$ cat config.mk
export PLATFORM = sky130hd
export DESIGN_NAME = chip8_store_unit
export DESIGN_NICKNAME = d
export VERILOG_FILES = /design/src/rtl/chip8_pkg.sv /design/src/rtl/chip8_bcd.sv /design/src/rtl/chip8_store_unit.sv
export SDC_FILE = /design/constraint.sdc
export NUM_CORES = 1
export LEC_CHECK = 0
export CAP_MARGIN = 40
export CELL_PAD_IN_SITES_DETAIL_PLACEMENT = 0
export CELL_PAD_IN_SITES_GLOBAL_PLACEMENT = 2
export CORE_ASPECT_RATIO = 0.9
export CORE_MARGIN = 2
export CORE_UTILIZATION = 32
export DETAILED_ROUTE_END_ITERATION = 8
export GPL_TIMING_DRIVEN = 1
export PLACE_DENSITY_LB_ADDON = 0.1
export SLEW_MARGIN = 0
export SYNTH_ARGS = -nofsm -noshare
export SYNTH_HDL_FRONTEND = slang
export SYNTH_SLANG_ARGS = --single-unit
$ cat constraint.sdc
create_clock -name clk -period 6.7 [get_ports clk]
set_input_delay 1.34 -clock clk [delete_from_list [all_inputs] [get_ports clk]]
set_output_delay 1.34 -clock clk [all_outputs]
set_load 0.05 [all_outputs]
$ cat src/rtl/chip8_pkg.sv
// chip8_pkg: shared FSM states, command encodings and font-area bound for the CHIP-8 store unit
package chip8_pkg;
    typedef enum logic [1:0] {ST_IDLE, ST_BCD, ST_DUMP, ST_FIN} state_t;
    localparam logic CMD_BCD = 1'b0;
    localparam logic CMD_DUMP = 1'b1;
    localparam logic [11:0] FONT_END_DEF = 12'h050;
endpackage

$ cat src/rtl/chip8_bcd.sv
// chip8_bcd: combinational 8-bit binary to three BCD digits
module chip8_bcd (
    input  logic [7:0] bin,
    output logic [3:0] hund,
    output logic [3:0] tens,
    output logic [3:0] ones
);
    logic [7:0] h, t, o;
    assign h = bin / 8'd100;
    assign t = (bin / 8'd10) % 8'd10;
    assign o = bin % 8'd10;
    assign hund = h[3:0];
    assign tens = t[3:0];
    assign ones = o[3:0];
endmodule

$ cat src/rtl/chip8_store_unit.sv
// chip8_store_unit: FX33 BCD store and FX55 register dump; define CHIP8_I_INCREMENT_EN for I write-back after a dump
module chip8_store_unit
    import chip8_pkg::*;
#(
    parameter int ADDR_W = 12,
    parameter int DATA_W = 8,
    parameter logic [ADDR_W-1:0] FONT_END = ADDR_W'(FONT_END_DEF)
) (
    input  logic              clk,
    input  logic              rst,
    input  logic              start,
    input  logic              cmd,
    input  logic [ADDR_W-1:0] i_reg,
    input  logic [3:0]        x_idx,
    input  logic [DATA_W-1:0] bcd_val,
    output logic [3:0]        reg_idx,
    input  logic [DATA_W-1:0] reg_data,
    output logic              mem_we,
    output logic [ADDR_W-1:0] mem_addr,
    output logic [DATA_W-1:0] mem_wdata,
    output logic              busy,
    output logic              done,
    output logic              err,
    output logic              i_update,
    output logic [ADDR_W-1:0] i_new
);
    state_t state, state_nxt;
    logic [3:0] step, step_nxt;
    logic cmd_lat;
    logic [ADDR_W-1:0] i_lat;
    logic [3:0] x_lat;
    logic [DATA_W-1:0] val_lat;
    logic [3:0] hund, tens, ones, digit;
    logic wr_act, below;
    logic [ADDR_W-1:0] addr;

    chip8_bcd u_bcd (.bin(val_lat[7:0]), .hund(hund), .tens(tens), .ones(ones));

    always_ff @(posedge clk or posedge rst) begin
        if (rst) begin
            state <= ST_IDLE;
            step <= 4'd0;
            cmd_lat <= CMD_BCD;
            i_lat <= '0;
            x_lat <= 4'd0;
            val_lat <= '0;
            err <= 1'b0;
        end else begin
            state <= state_nxt;
            step <= step_nxt;
            if (state == ST_IDLE && start) begin
                cmd_lat <= cmd;
                i_lat <= i_reg;
                x_lat <= x_idx;
                val_lat <= bcd_val;
                err <= 1'b0;
            end else if (wr_act && below) begin
                err <= 1'b1;
            end
        end
    end

    always_comb begin
        state_nxt = state;
        case (state)
            ST_IDLE: state_nxt = start ? (cmd == CMD_DUMP ? ST_DUMP : ST_BCD) : ST_IDLE;
            ST_BCD:  state_nxt = step == 4'd2 ? ST_FIN : ST_BCD;
            ST_DUMP: state_nxt = step == x_lat ? ST_FIN : ST_DUMP;
            default: state_nxt = ST_IDLE;
        endcase
        step_nxt = (state_nxt == state && state != ST_IDLE) ? step + 4'd1 : 4'd0;
    end

    assign wr_act = state == ST_BCD || state == ST_DUMP;
    assign addr = i_lat + ADDR_W'(step);
    assign below = addr < FONT_END;
    assign digit = step == 4'd0 ? hund : step == 4'd1 ? tens : ones;
    assign mem_we = wr_act && !below;
    assign mem_addr = wr_act ? addr : '0;
    assign mem_wdata = state == ST_BCD ? DATA_W'(digit) : state == ST_DUMP ? reg_data : '0;
    assign reg_idx = state == ST_DUMP ? step : 4'd0;
    assign busy = wr_act;
    assign done = state == ST_FIN;

`ifdef CHIP8_I_INCREMENT_EN
    assign i_update = state == ST_FIN && cmd_lat == CMD_DUMP;
    assign i_new = i_update ? i_lat + ADDR_W'({1'b0, x_lat}) + ADDR_W'(1) : '0;
`else
    assign i_update = 1'b0;
    assign i_new = '0;
`endif
endmodule

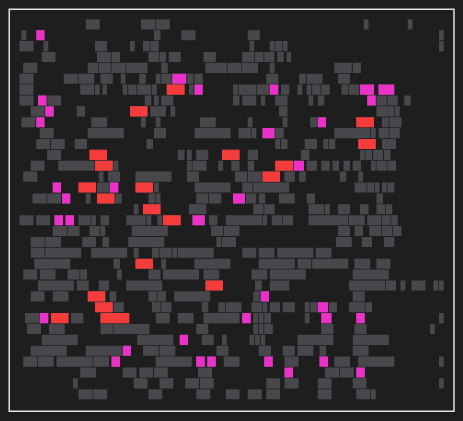
Figure 1: selected gate families.
Drawn at 4 px/µm.
colour	family	cells	most used
red	adder and majority cells	20	ha_1
magenta	AND and OR gates	35	and2_1

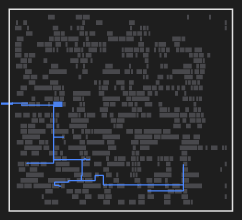
Figure 2: nets reached from selected ports.
Drawn at 2 px/µm.
colour	port	direction	edge	end cells	buffers	wire
blue	`busy`	output	left	1	1	213 µm
# IOs: 77
port bufs: 63

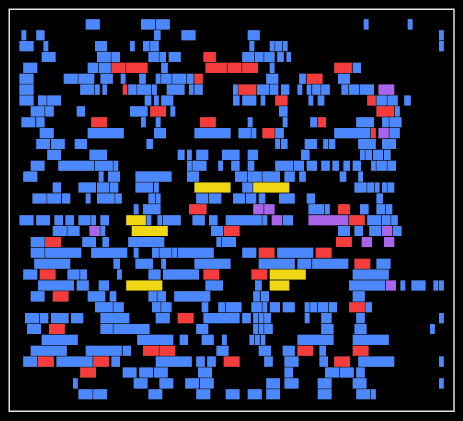
Figure 3: sizing map.
Drawn at 4 px/µm.
colour	size	cells
blue	drive 1 or less	376
yellow	drive 6 and up	7
red	drive 2	45
purple	drive 3 to 4	11

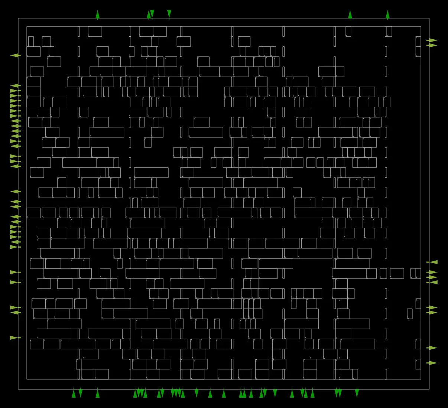
Figure 4: placed standard cells.
Core ar.: 0.0101 mm²
Seq/total area: 0.187
final core utilization: 0.410

==> results.cfg <==
; generated from flow reports
[cts]
path_clk_slew_ns = 0.06
cts_resized = 0
cts_htree_levels = 2

[final_timing]
fin_crit_ns = 6.13
relSlewSlack = 0.456
final.setup.tns_ns = 0
worst_pin_slew_ns = 0.815
fmaxAchievable_ghz = 0.163

[status]
status = finished, final reports clean

[synthesis]
yosys_warnings = 0
ys_sh_simple = 0.226
syn_inst = 378
ys_sh_adder = 0.0784
syn_avg_cell_area_um2 = 8.70
edf_count = 0
topCellsByArea = dfrtp_1, mux2_2, ha_1
yosys-stat-area_mm2 = 0.00329

[critical_path]
cp-start-kind = register
crit_slowest_cell = clkdlybuf4s50_1

[detailed_routing]
drtPass1Iterations = 4

[place]
post-dp-hpwl_um = 6990

[floorplan]
dieArea_mm2 = 0.0111
cells by family after synthesis:
| kind of cell | count (synthesis) |
|---|---|
| AND-OR/OR-AND | 97 |
| XOR/XNOR | 21 |
| adder cells (fa/ha/maj) | 20 |
| buffers and inverters | 49 |
| flip-flops | 31 |
| multiplexers | 29 |
| other | 1 |
| AND/OR/NAND/NOR | 130 |
layout by cell type (no fill, tap or decap), drive strengths merged, types with 3 or more instances in the layout:
cell type	n
clkdlybuf4s50	63
dfrtp	31
nor2	29
mux2	26
nand2	20
and2	20
ha	19
inv	19
a21oi	17
o21ai	17
xnor2	13
conb	13
nor3	10
xor2	8
buf	8
a31oi	8
nand2b	8
clkbuf	7
nor2b	6
nor3b	6
nand3	5
o22ai	4
nor4	4
a311oi	4
or2	4
o211ai	3
o221ai	3
a21o	3
a2bb2oi	3
a211o	3
mux2i	3
a21boi	3
a311o	3
or4	3
area by class of cell:
| class | instances | area (µm²) |
|---|---|---|
| Fill cell | 1019 | 5970 |
| Sequential cell | 31 | 776 |
| Clock buffer | 7 | 153 |
| Antenna cell | 1 | 2.50 |
| Timing Repair Buffer | 71 | 691 |
| Tap cell | 129 | 161 |
| Multi-Input combinational cell | 310 | 2290 |
| Inverter | 19 | 71.3 |
| Clock inverter | 1 | 7.51 |
metal layers:
metal	GRT usage	wire [µm]	part of all wire
met5	0	0	0
met4	0.0212	58	0.0062
met3	0.0368	472	0.051
met2	0.286	4170	0.45
met1	0.238	4630	0.50
worst paths after layout:
path / start / endpoint / slack (ns) / cells past startpoint
hold / removal: i_lat[3] / i_lat[3] / 0.51 / 1
setup reg to reg: step[0] / err / 3.84 / 10
max in group asynchronous: rst / i_lat[1] / 4.92 / 3
setup / recovery: val_lat[4] / mem_wdata[3] / 0.57 / 15
min in group asynchronous: rst / i_lat[11] / 1.46 / 3
hold reg to reg: i_lat[3] / i_lat[3] / 0.51 / 1
stage by stage:
stage          worst slack, ns  instances
5_1_grt                  0.154        568
2_1_floorplan             1.03        390
4_1_cts                  0.560        568
6_report                 0.568        569
3_5_place_dp             0.899        560
3_3_place_gp             0.890        560
registers in the layout, summed over array words and instances, names as in the netlist:
signal / cells
val_lat: 8
x_lat: 4
state: 2
err: 1
i_lat: 12
step: 4
